## src/rtl/mips_bus_pkg.sv

```systemverilog
// mips_bus_pkg: shared types and constants for the MIPS core's bus-side units.
package mips_bus_pkg;
   typedef enum logic [1:0] {IDLE, ACCESS, RESP} lsu_state_t;
   typedef enum logic [1:0] {SZ_BYTE, SZ_HALF, SZ_WORD, SZ_DWORD} mem_size_t;
   localparam int ERR_MISALIGN = 0;
   localparam int ERR_TIMEOUT = 1;
endpackage

```

## src/rtl/lsu_lane_extract.sv

```systemverilog
// lsu_lane_extract: pulls a byte/half/word/dword out of a bus beat and sign- or zero-extends it.
module lsu_lane_extract
   import mips_bus_pkg::*;
#(
   parameter int DATA_W = 32
) (
   input  logic [DATA_W-1:0]           data,
   input  logic [$clog2(DATA_W/8)-1:0] off,
   input  mem_size_t                   size,
   input  logic                        sgn,
   output logic [DATA_W-1:0]           result
);
   logic [DATA_W-1:0] sh, mask;
   logic [7:0] nb;
   // mask & ~(mask >> 1) isolates the top bit of the selected field, giving its sign bit
   always_comb begin
      sh = data >> {off, 3'b000};
      nb = 8'd8 << size;
      mask = nb >= 8'(DATA_W) ? '1 : ~({DATA_W{1'b1}} << nb);
      result = (sh & mask) | ((sgn && |(sh & mask & ~(mask >> 1))) ? ~mask : '0);
   end
endmodule

```

## src/rtl/mips_avalon_lsu.sv

```systemverilog
// mips_avalon_lsu: single-outstanding load/store unit bridging the MIPS core to an Avalon-MM master.
module mips_avalon_lsu
   import mips_bus_pkg::*;
#(
   parameter int DATA_W = 32,
   parameter int ADDR_W = 32,
   parameter int TIMEOUT = 255
) (
   input  logic                clk,
   input  logic                reset,
   input  logic                req_valid,
   output logic                req_ready,
   input  logic                req_write,
   input  logic [1:0]          req_size,
   input  logic                req_signed,
   input  logic [ADDR_W-1:0]   req_addr,
   input  logic [DATA_W-1:0]   req_wdata,
   output logic                resp_valid,
   output logic [DATA_W-1:0]   resp_rdata,
   output logic [1:0]          resp_err,
   output logic [ADDR_W-1:0]   address,
   output logic                read,
   output logic                write,
   input  logic                waitrequest,
   output logic [DATA_W-1:0]   writedata,
   output logic [DATA_W/8-1:0] byteenable,
   input  logic [DATA_W-1:0]   readdata
);
   localparam int BYTES = DATA_W / 8;
   localparam int OFF_W = $clog2(BYTES);
   localparam int CNT_W = TIMEOUT > 0 ? $clog2(TIMEOUT + 1) : 1;

   lsu_state_t state, nxt;
   mem_size_t size_q;
   logic wr_q, sgn_q, accept, mis, done, tmo;
   logic [OFF_W-1:0] off_q;
   logic [CNT_W-1:0] cnt;
   logic [2:0] lm;
   logic [7:0] sm;
   logic [BYTES-1:0] be_n;
   logic [DATA_W-1:0] wd_n, ext;

   assign req_ready = state == IDLE && reset;
   assign resp_valid = state == RESP;
   assign read = state == ACCESS && !wr_q;
   assign write = state == ACCESS && wr_q;

   always_comb begin
      lm = 3'((4'b1 << req_size) - 4'd1);
      mis = (mem_size_t'(req_size) == SZ_DWORD && DATA_W == 32) || |(req_addr[2:0] & lm);
      accept = req_valid && req_ready;
      done = state == ACCESS && !waitrequest;
      tmo = state == ACCESS && waitrequest && TIMEOUT != 0 && cnt == CNT_W'(TIMEOUT);
      nxt = state == IDLE ? (accept ? (mis ? RESP : ACCESS) : IDLE)
          : state == ACCESS ? ((done || tmo) ? RESP : ACCESS) : IDLE;
      sm = req_size == 2'd0 ? 8'h01 : req_size == 2'd1 ? 8'h03 : req_size == 2'd2 ? 8'h0F : 8'hFF;
      be_n = BYTES'(sm) << req_addr[OFF_W-1:0];
      // replicate across every lane so whichever lanes are enabled carry the data
      wd_n = req_size == 2'd0 ? {BYTES{req_wdata[7:0]}}
           : req_size == 2'd1 ? {(BYTES/2){req_wdata[15:0]}}
           : req_size == 2'd2 ? {(DATA_W/32){req_wdata[31:0]}} : req_wdata;
   end

   always_ff @(posedge clk or negedge reset)
      if (!reset) state <= IDLE;
      else state <= nxt;

   always_ff @(posedge clk or negedge reset)
      if (!reset) begin
         size_q <= SZ_BYTE;
         wr_q <= 1'b0;
         sgn_q <= 1'b0;
         off_q <= '0;
         cnt <= '0;
         address <= '0;
         writedata <= '0;
         byteenable <= '0;
         resp_rdata <= '0;
         resp_err <= '0;
      end else begin
         if (state == ACCESS && waitrequest) cnt <= cnt + 1'b1;
         if (accept) begin
            wr_q <= req_write;
            size_q <= mem_size_t'(req_size);
            sgn_q <= req_signed;
            off_q <= req_addr[OFF_W-1:0];
            cnt <= '0;
            resp_rdata <= '0;
            resp_err <= '0;
            resp_err[ERR_MISALIGN] <= mis;
            if (!mis) begin
               address <= {req_addr[ADDR_W-1:OFF_W], {OFF_W{1'b0}}};
               writedata <= wd_n;
               byteenable <= be_n;
            end
         end
         if (done) resp_rdata <= wr_q ? '0 : ext;
         if (tmo) resp_err[ERR_TIMEOUT] <= 1'b1;
      end

   lsu_lane_extract #(.DATA_W(DATA_W)) u_ext (
      .data(readdata),
      .off(off_q),
      .size(size_q),
      .sgn(sgn_q),
      .result(ext)
   );
endmodule
```

## config.mk

```make
export PLATFORM = sky130hd
export DESIGN_NAME = mips_avalon_lsu
export DESIGN_NICKNAME = d
export VERILOG_FILES = /design/src/rtl/mips_bus_pkg.sv /design/src/rtl/lsu_lane_extract.sv /design/src/rtl/mips_avalon_lsu.sv
export SDC_FILE = /design/constraint.sdc
export NUM_CORES = 1
export LEC_CHECK = 0
export CAP_MARGIN = 20
export CORE_MARGIN = 1.5
export CORE_UTILIZATION = 48
export CTS_CLUSTER_DIAMETER = 30
export DETAILED_ROUTE_END_ITERATION = 7
export PLACE_DENSITY = 0.95
export SLEW_MARGIN = 25
export SYNTH_ARGS = -nofsm -noshare
export SYNTH_HDL_FRONTEND = slang
export SYNTH_HIERARCHICAL = 1
export SYNTH_SLANG_ARGS = --single-unit
```

## constraint.sdc

```tcl
create_clock -name clk -period 3.5 [get_ports clk]
set_input_delay 0.525 -clock clk [delete_from_list [all_inputs] [get_ports clk]]
set_output_delay 0.525 -clock clk [all_outputs]
set_load 0.05 [all_outputs]
```

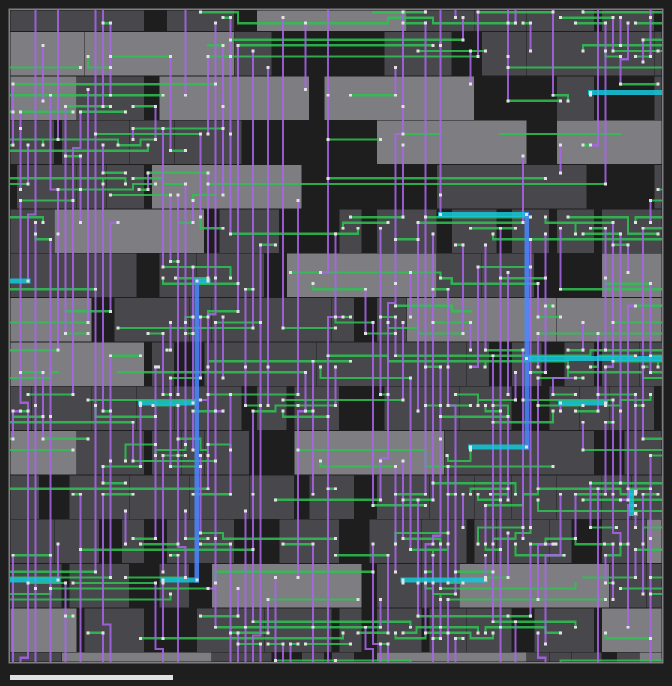
run_1/closeup.png
The bar under the picture is 10 microns long. Window x 35 to 75, y 13 to 53 microns. Cells in grey, sequential cells in the stronger grey; small squares are vias.
- purple: M2
- blue: M4
- cyan: M3
- green: M1
- most frequent: dfrtp_1 (15), buf_4 (10), clkdlybuf4s50_1 (9)
- netlist names of flops here include: `byteenable` (3), `cnt` (3), `off_q` (2)
- sequential cells in the window: 15
- cells with their middle in the window: 111

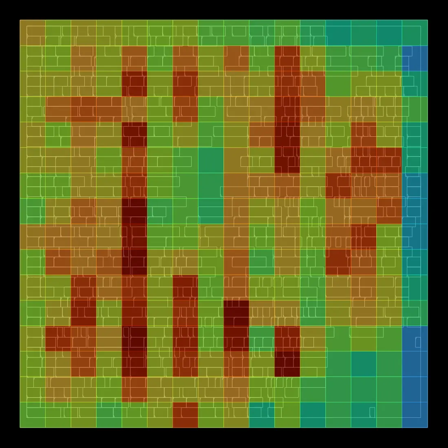
run_1/congestion_map.png
met1 GRT Util: 32.27%
Layout Utilization: 73.59%
most used routing layer in global routing: met2
DR WL/cell: 19.93 microns

==> impl_metrics.csv, run 1 <==
group,metric,value,unit
finish,clockNetworkAreaShare,6.999,%
place,routabilityCongestion,0.8531,
sta,drv_slew,0,
finish,nFlopsAndLatches,116,
die,placementRows,39,
cts,ctsHoldBuffers,0,
cts,htreeDepth,4,
synthesis,flop_cell,"dfrtp_1",
synthesis,synth_cell_types,49,
critical_path,path_class,"reg2out",
critical_path,worstPathRequired,2.97,ns
critical_path,path_cells,"nand2b_1 -> nor2_1 -> clkdlybuf4s50_1",
power,pwr-share-clk,26.5,%
sta,relSlewSlack,50.44,%
critical_path,arrival,2.16,ns
finish,area_growth,50.33,%
die,die-width,110.4,microns
min_path,hold_class,"in2async",
finish,top_area_cell_class,"flip-flops and latches",
synthesis,simple_gate_area_share,8.219,%
synthesis,postSynth.asyncResetShare,100.0,%
cts,cts_tree,"built",
synthesis,synth.avg_cell_area,12.10,sq um
place,dp_hpwl,11410,microns
place,placed_area,7747,sq um
synthesis,yosys-stat-cells,458,
critical_path,cp_slowest_cell,"clkdlybuf4s50_1",
grt,grt-ovfl-total,0,
sta,final_hold_viol_count,0,
cts,numCtsBuffers,17,
synthesis,ys_sh_xor,0.3161,%
synthesis,synth_seq_share,52.38,%
synthesis,yosys-mux-area-fraction,22.65,%
critical_path,cp_slowest_stage_delay,0.81,ns
finish,inverters,4,
power,p_comb,2.79,mW
power,p_comb_share,43.6,%
job,warnings,26,
synthesis,ys_warn_count,6,
power,p_leak,3.547,nW
finish,drive_above_1_share,18.44,%
finish,n_clock_buffer,17,
finish,mi_logic_area,2486,sq um
synthesis,ys.flops,116,
job,cap_violations,0,
finish,n_antenna_cell,0,
power,p_sw,2.644,mW
synthesis,synth_area,5542,sq um
finish,seqCellArea,2903,sq um
critical_path,worstSetupEndpointType,"primary output",
power,seqPwrFrac,29.9,%
finish,multi_input_comb_cells,308,
die,die_h,110.4,microns
detailed_routing,viasPerCell,5.629,
grt,grt_pass1_wl,26260,microns
outcome,status,"completed",
sta,finalSetupViolCount,0,
critical_path,setup.worst_path.start_class,"flop",
sta,period_needed,2.690,ns
die,fp.dieArea,12200,sq um
synthesis,synth_cells,458,
cts,cts_root_buf,"clkbuf_16",
die,io_pins,210,
power,clock_net_power,1.69,mW
power,seq_power,1.91,mW
critical_path,crit_path_max_fanout,9,
die,fp_util,48.95,%
finish,comb_share,29.84,%
detailed_routing,first_iter_violations,282,
detailed_routing,ant_nets,0,
synthesis,netlist_logic_family_top,"multiplexers",
critical_path,cp_top_family,"buffers and inverters",
sta,fin_skew,0.007661,ns
place,portBuffers,207,
sta,tns,0,ns
finish,postLayoutCellArea,8330,sq um
die,nWellTaps,143,
cts,cts.clk_slew.worst_paths,0.06,ns
synthesis,synthAoiAreaFrac,12.42,%
grt,grtUsageTotal,27.28,%
grt,grt_pass1_vias,5028,
finish,nFillCells,721,
sta,finalCritPeriodShare,76.85,%
die,core_area,11320,sq um
detailed_routing,dr.pass1.iters,5,
sta,tightest_slew,0.7434,ns
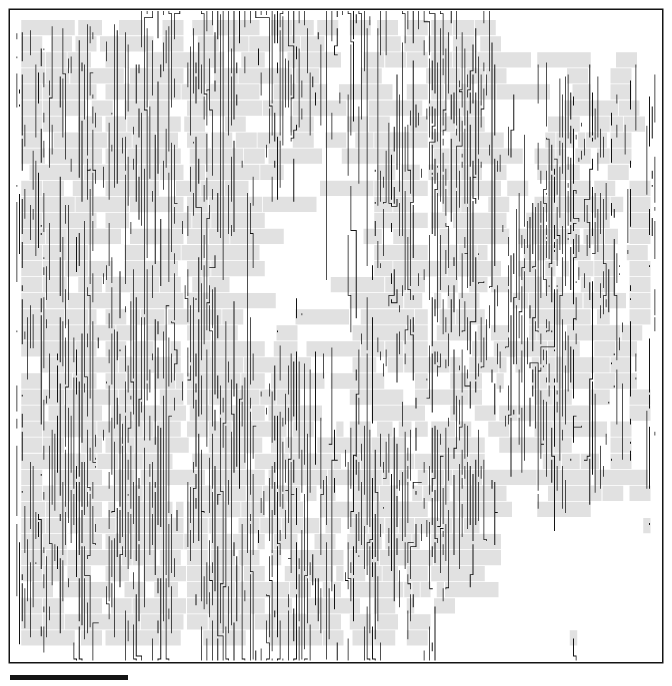
run_1/m2.png
The bar under the picture is 20 microns long.
- wire length on this layer: 8320 microns
- main direction: vertical
- nets with wire on the layer: 721
- share of all routed wire: 51%
M2 GR Usage: 45.80%
Via Count: 4621
DRT Wirelength: 16360 microns

## run 1: cells in the mapped netlist, drive strengths merged (2+ instances only)
library cell / instances / share of area, %
a211oi: 7 / 0.95
a21oi: 26 / 2.3
a22o: 32 / 5.1
buf: 24 / 2.6
clkbuf: 7 / 0.47
dfrtp: 116 / 52
ha: 2 / 0.45
inv: 4 / 0.27
mux2: 88 / 18
mux2i: 26 / 4.8
nand2: 29 / 2.0
nand2b: 5 / 0.56
nand3b: 2 / 0.27
nand4: 2 / 0.23
nor2: 22 / 1.5
nor2b: 12 / 1.4
nor3: 3 / 0.36
nor3b: 3 / 0.50
o21ai: 22 / 2.1
o31ai: 2 / 0.27
o32ai: 2 / 0.45
or3: 2 / 0.23
or4: 2 / 0.27
xor2: 2 / 0.32
## run 1: routing by layer
layer	track usage, %	vias to the layer above	wire (microns)
li1	-	2082	-
met1	32.27	2283	6366
met2	45.80	229	8320
met3	8.672	27	1332
met4	11.62	0	342
met5	0	-	0
## run 1: stage by stage
stage                     setup slack [ns]  std cells  power (mW)
after floorplan                     0.9281        459       3.654
after global placement              0.8604        789       4.603
after detailed placement            0.7679        789       4.684
after CTS                           0.7954        821       6.432
after global routing                0.7000        821       6.638
final                               0.8103        821       6.394
## run 1: path summary, 6_finish.rpt
kind                              from             end  slack (ns)  depth (start not counted)
max                           state[1]            read        0.81                          3
min                              reset     address[30]        0.31                          2
max reg2reg                   off_q[0]  resp_rdata[18]        1.04                          6
min reg2reg                address[30]     address[30]        0.48                          1
max in group asynchronous        reset     address[15]        2.69                          2
min in group clk           address[30]     address[30]        0.48                          1
## run 1: sequential cells by signal, indices dropped and copies added (netlist names)
signal	cells
address	30
byteenable	4
cnt	8
off_q	2
resp_err	2
resp_rdata	32
sgn_q	1
size_q	2
state	2
wr_q	1
writedata	32
==> run 2, diff against run 1 <==
--- a/config.mk
+++ b/config.mk
@@ -7,10 +7,10 @@
 export LEC_CHECK = 0
 export CAP_MARGIN = 20
 export CORE_MARGIN = 1.5
-export CORE_UTILIZATION = 48
+export CORE_UTILIZATION = 45
 export CTS_CLUSTER_DIAMETER = 30
 export DETAILED_ROUTE_END_ITERATION = 7
-export PLACE_DENSITY = 0.95
+export PLACE_DENSITY = 0.93
 export SLEW_MARGIN = 25
 export SYNTH_ARGS = -nofsm -noshare
 export SYNTH_HDL_FRONTEND = slang
==> constraint.sdc (replaced) <==
create_clock -name clk -period 2.68 [get_ports clk]
set_input_delay 0.402 -clock clk [delete_from_list [all_inputs] [get_ports clk]]
set_output_delay 0.402 -clock clk [all_outputs]
set_load 0.05 [all_outputs]
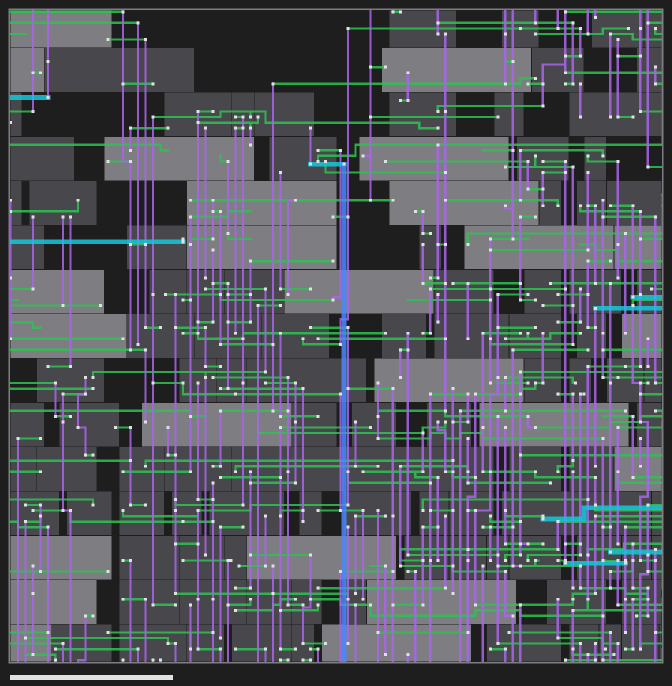
run_2/closeup.png
The bar under the picture is 10 microns long. Window x 37 to 77, y 14 to 54 microns. Cells in grey, sequential cells in the stronger grey; small squares are vias.
- cyan: M3
- green: M1
- blue: M4
- purple: M2
- sequential cells in the window: 19
- netlist names of flops here include: `byteenable` (4), `writedata` (4), `cnt` (3)
- most frequent: dfrtp_1 (19), clkdlybuf4s50_1 (10)
- cells with their middle in the window: 110

==> run 2 against run 1 <==
Sequential share of layout area shrank 0.53 points. Final area grew 1.5%. Area after synthesis is the same. Sequential power grew about 30%. Combinational power grew about 30%. First-iteration DRC count shrank 15%. Highest routed layer unchanged.
==> impl_metrics.csv, run 2 <==
group,metric,value,unit
outcome,status,"completed",
die,io_pins,210,
power,p_leak,3.638,nW
cts,numCtsBuffers,17,
job,warnings,26,
critical_path,path_class,"reg2out",
synthesis,synthAoiAreaFrac,12.42,%
critical_path,arrival,2.19,ns
synthesis,simple_gate_area_share,8.219,%
die,core_area,12010,sq um
finish,drive_above_1_share,18.53,%
grt,grtUsageTotal,25.75,%
cts,cts.clk_slew.worst_paths,0.05,ns
sta,fin_skew,0.01114,ns
place,routabilityCongestion,0.8196,
place,placed_area,7770,sq um
synthesis,synth_area,5542,sq um
sta,relSlewSlack,48.41,%
grt,grt-ovfl-total,0,
detailed_routing,detail_route.wl_per_cell,19.41,microns
sta,tns,0,ns
detailed_routing,first_iter_violations,241,
synthesis,postSynth.asyncResetShare,100.0,%
sta,finalSetupViolCount,0,
synthesis,fa_ha_area_share,0.6548,%
critical_path,reg2regPathDepth,5,
die,fp_util,46.14,%
detailed_routing,viasPerCell,5.551,
synthesis,ys.flops,116,
place,dp_hpwl,11300,microns
cts,cts_tree,"built",
detailed_routing,vias,4591,
synthesis,synth_cells,458,
sta,tightest_slew,0.7738,ns
detailed_routing,ant_nets,0,
grt,grt_pass1_wl,25350,microns
power,seqPwrFrac,28.5,%
synthesis,netlist_logic_family_top,"multiplexers",
grt,grtUsageMet3,10.89,%
critical_path,worstPathRequired,2.28,ns
finish,area_growth,52.63,%
finish,postLayoutCellArea,8458,sq um
place,portBuffers,207,
critical_path,cp_slowest_stage_delay,0.81,ns
critical_path,worstSetupEndpointType,"primary output",
detailed_routing,wl_met2,8127,microns
synthesis,synth_cell_types,49,
sta,period_needed,2.588,ns
detailed_routing,dr.pass1.iters,4,
cts,htreeDepth,4,
die,placementRows,40,
synthesis,largest_area_cell,"dfrtp_1",
job,cap_violations,0,
min_path,hold_class,"in2async",
die,die-width,114.0,microns
synthesis,flop_cell,"dfrtp_1",
critical_path,setup.worst_path.start_class,"flop",
synthesis,synth_top_cell_by_count,"dfrtp_1",
die,fp.dieArea,12990,sq um
finish,top_regs,"resp_rdata (32), writedata (32), address (30)",
synthesis,yosys-stat-cells,458,
sta,drv_slew,0,
detailed_routing,wl_met3,1538,microns
grt,grt_util_met1,28.80,%
sta,final_hold_viol_count,0,
power,p_comb_share,41.6,%
detailed_routing,top_layer_used,"met4",
synthesis,synth_seq_share,52.38,%
die,die_h,114.0,microns
detailed_routing,wl_met1,6052,microns
synthesis,yosys-mux-area-fraction,22.65,%
critical_path,timing.rr.start,"off_q[0]",
synthesis,common_cells,"dfrtp_1 (116), mux2_2 (70), a22o_1 (32), nand2_1 (29), a21oi_1 (26)",
power,pwr-share-clk,29.9,%
synthesis,ys_warn_count,6,
grt,met2_usage,43.33,%
cts,cts_root_buf,"clkbuf_16",
critical_path,crit_path_max_fanout,9,
critical_path,rrSetupSlack,0.56,ns
sta,finalCritPeriodShare,96.58,%
critical_path,path_cells,"nand2b_1 -> nor2_1 -> clkdlybuf4s50_1",
detailed_routing,routed_wl,16050,microns
critical_path,cp_slowest_cell,"clkdlybuf4s50_1",
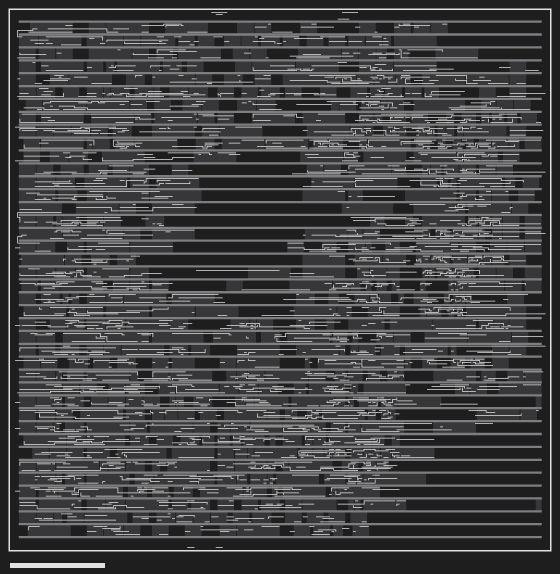
run_2/m1.png
The bar under the picture is 20 microns long. Supply wires on this layer in grey.
- wire length on this layer: 6050 microns
- nets with wire on the layer: 664

-- run 2: through the flow --
stage | utilization (%) | instances | setup WS (ns) | power (mW)
after detailed placement | 64.69 | 794 | 0.04314 | 6.104
after global placement | 64.69 | 794 | 0.1562 | 6.009
after floorplan | - | 459 | 0.2311 | 4.772
after global routing | 70.42 | 827 | 0.003085 | 9.029
after CTS | 70.39 | 827 | 0.06081 | 8.756
final | 70.42 | 827 | 0.09160 | 8.704
-- run 2: worst max path at each step --
stage	startpoint	endpoint	slack [ns]	cells past startpoint
global route	state[0]	read	0.003	3
finish	state[0]	read	0.09	3
global placement	req_size[0]	address[8]	0.16	8
detailed placement	req_size[0]	address[2]	0.04	8
floorplan	req_size[1]	byteenable[2]	0.23	9
CTS	state[0]	write	0.06	3
-- run 2: final cells by class --
type | count | area [sq um] | share of cell area, %
tap | 147 | 183.9 | 2.175
timing repair buffer | 220 | 2195 | 25.95
clock inverter | 10 | 200.2 | 2.367
multi-input combinational | 308 | 2487 | 29.41
sequential | 116 | 2903 | 34.32
clock buffer | 22 | 474.2 | 5.607
inverter | 4 | 15.01 | 0.1775
-- run 2: repair_timing --
action | in CTS | in global routing
hold buffers | 1 | 0
resized | 0 | 1
setup endpoints to repair | 0 | 1
endpoints found under the hold margin | 2 | 0
buffers inserted | 0 | 0
-- run 2: power by group through the flow --
| stage | logic, mW | clock network (mW) | registers, mW |
|---|---|---|---|
| floorplan | 0.874 | 0 | 3.90 |
| global route | 3.77 | 2.72 | 2.54 |
| finish | 3.62 | 2.60 | 2.48 |
| global placement | 3.54 | 0 | 2.47 |
| detailed placement | 3.61 | 0 | 2.49 |
| CTS | 3.64 | 2.63 | 2.49 |
==> run 3, diff against run 2 <==
--- a/config.mk
+++ b/config.mk
@@ -9,6 +9,7 @@
 export CORE_MARGIN = 1.5
 export CORE_UTILIZATION = 45
 export CTS_CLUSTER_DIAMETER = 30
+export CTS_CLUSTER_SIZE = 30
 export DETAILED_ROUTE_END_ITERATION = 7
 export PLACE_DENSITY = 0.93
 export SLEW_MARGIN = 25
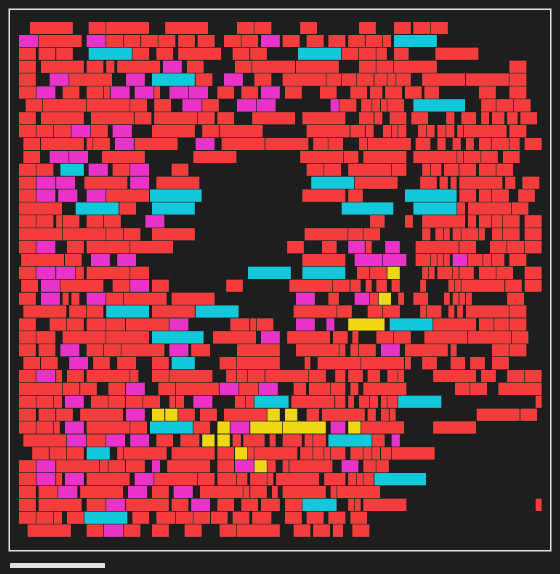
run_3/sizing.png
The bar under the picture is 20 microns long.
- red: x1 and smaller (cells 554; share 81%; most used clkdlybuf4s50_1)
- magenta: x2 (cells 83; share 12%; most used mux2_2)
- yellow: x3 and x4 (cells 15; share 2.2%; most used buf_4)
- cyan: x6 and larger (cells 28; share 4.1%; most used clkbuf_16)
Signal buffers: 220
cell area after layout: 8458 sq um
post-route setup slack: 0.09160 ns

==> run 3 against run 2 <==
Combinational power about the same. Clock power about the same. Non-clock buffer count unchanged. Highest routed layer unchanged.
==> impl_metrics.csv, run 3 <==
group,metric,value,unit
outcome,status,"completed",
grt,grt-ovfl-total,0,
detailed_routing,ant_nets,0,
finish,stdcell_count,827,
synthesis,fa_ha_area_share,0.6548,%
critical_path,worstPathRequired,2.28,ns
finish,drive_above_1_share,18.53,%
synthesis,synth.avg_cell_area,12.10,sq um
synthesis,yosys-stat-cells,458,
sta,finalCritPeriodShare,96.58,%
synthesis,synth_cell_types,49,
critical_path,timing.rr.start,"off_q[0]",
synthesis,ys_sh_xor,0.3161,%
sta,tightest_slew,0.7738,ns
detailed_routing,wl_met1,6052,microns
synthesis,common_cells,"dfrtp_1 (116), mux2_2 (70), a22o_1 (32), nand2_1 (29), a21oi_1 (26)",
die,core_area,12010,sq um
sta,relSlewSlack,48.41,%
job,warnings,26,
power,p_comb_share,41.6,%
place,portBuffers,207,
finish,top_regs,"resp_rdata (32), writedata (32), address (30)",
detailed_routing,wl_met2,8127,microns
finish,area_growth,52.63,%
synthesis,synth_area,5542,sq um
cts,numCtsBuffers,17,
die,die-width,114.0,microns
min_path,hold_class,"in2async",
place,dp.cells,794,
die,fp.dieArea,12990,sq um
grt,grt_pass1_wl,25350,microns
detailed_routing,routed_wl,16050,microns
power,pwr-share-clk,29.9,%
critical_path,startpoint,"state[0]",
job,cap_violations,0,
synthesis,flop_cell,"dfrtp_1",
synthesis,postSynth.asyncResetShare,100.0,%
critical_path,reg2regPathDepth,5,
critical_path,arrival,2.19,ns
sta,tns,0,ns
sta,finalSetupViolCount,0,
die,die_h,114.0,microns
cts,htreeDepth,4,
cts,cts_root_buf,"clkbuf_16",
critical_path,path_class,"reg2out",
sta,period_needed,2.588,ns
critical_path,path_cells,"nand2b_1 -> nor2_1 -> clkdlybuf4s50_1",
synthesis,yosys-mux-area-fraction,22.65,%
detailed_routing,dr.pass1.iters,4,
detailed_routing,top_layer_used,"met4",
power,p_leak,3.638,nW
detailed_routing,wl_met3,1538,microns
synthesis,synth_seq_share,52.38,%
die,io_pins,210,
critical_path,cp_slowest_stage_delay,0.81,ns
critical_path,worstSetupEndpointType,"primary output",
cts,cts.clk_slew.worst_paths,0.05,ns
critical_path,crit_path_max_fanout,9,
grt,top_usage_layer,"met2",
detailed_routing,first_iter_violations,241,
synthesis,netlist_logic_family_top,"multiplexers",
cts,clockBufferDepth,2,
synthesis,synth_cells,458,
die,fp_util,46.14,%
sta,fin_skew,0.01114,ns
synthesis,ys.flops,116,
sta,drv_slew,0,
grt,grtUsageTotal,25.75,%
synthesis,largest_area_cell,"dfrtp_1",
grt,grt_util_met1,28.80,%
critical_path,setup.worst_path.start_class,"flop",
finish,n_antenna_cell,0,
synthesis,synth_top_cell_by_count,"dfrtp_1",
power,p_sw,3.365,mW
cts,cts_tree,"built",
sta,final_hold_viol_count,0,
synthesis,synthAoiAreaFrac,12.42,%
cts,clock_latency,0.42,ns
detailed_routing,viasPerCell,5.551,
synthesis,ys_warn_count,6,
place,routabilityCongestion,0.8196,
synthesis,simple_gate_area_share,8.219,%
power,seqPwrFrac,28.5,%
critical_path,cp-endpoint,"read",
critical_path,cp_slowest_cell,"clkdlybuf4s50_1",
detailed_routing,vias,4591,
die,placementRows,40,
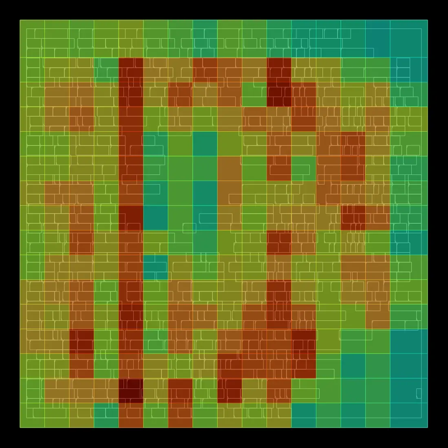
run_3/congestion_map.png
DR WL/cell: 19.41 microns
M2 GR Usage: 43.33%
Layout Utilization: 70.42%
M3 GR Usage: 10.89%

[run 3: timing repair]
action,4_1_cts,5_1_grt
hold buffers,1,0
endpoints found under the hold margin,2,0
endpoints found under the setup margin,0,1
gates resized,0,1
buffers inserted,0,0
[run 3: worst min path at each step]
stage | start | to | slack, ns
floorplan | reset | address[10] | 0.11
global placement | reset | size_q[1] | 0.21
detailed placement | reset | size_q[1] | 0.21
CTS | reset | size_q[1] | 0.33
global route | reset | size_q[1] | 0.35
finish | reset | size_q[1] | 0.36
[run 3: cell type report]
cell class | instances | area [sq um]
inverter | 4 | 15.01
timing repair buffer | 220 | 2195
clock buffer | 22 | 474.2
clock inverter | 10 | 200.2
fill | 811 | 3553
tap | 147 | 183.9
sequential | 116 | 2903
multi-input combinational | 308 | 2487
[run 3: power by group through the flow]
stage	logic (mW)	registers (mW)	clock network, mW
floorplan	0.874	3.90	0
global placement	3.54	2.47	0
detailed placement	3.61	2.49	0
CTS	3.64	2.49	2.63
global route	3.77	2.54	2.72
finish	3.62	2.48	2.60
[run 3: stage by stage]
| step | setup WS, ns | utilization [%] | power (mW) | hold WS [ns] | cell area (sq um) |
|---|---|---|---|---|---|
| after floorplan | 0.2311 | - | 4.772 | 0.1064 | 5545 |
| after global placement | 0.1562 | 64.69 | 6.009 | 0.2103 | 7770 |
| after detailed placement | 0.04314 | 64.69 | 6.104 | 0.2147 | 7770 |
| after CTS | 0.06081 | 70.39 | 8.756 | 0.3304 | 8454 |
| after global routing | 0.003085 | 70.42 | 9.029 | 0.3459 | 8458 |
| final | 0.09160 | 70.42 | 8.704 | 0.3600 | 8458 |
[run 3: worst max-delay path, delay by kind of cell (launching register included)]
| kind | cells | cell delay [ns] |
|---|---|---|
| buffers and inverters | 1 | 0.81 |
| DFF | 1 | 0.53 |
| and+or+nand+nor | 2 | 0.43 |
Power is estimated from default activity; no workload was simulated.
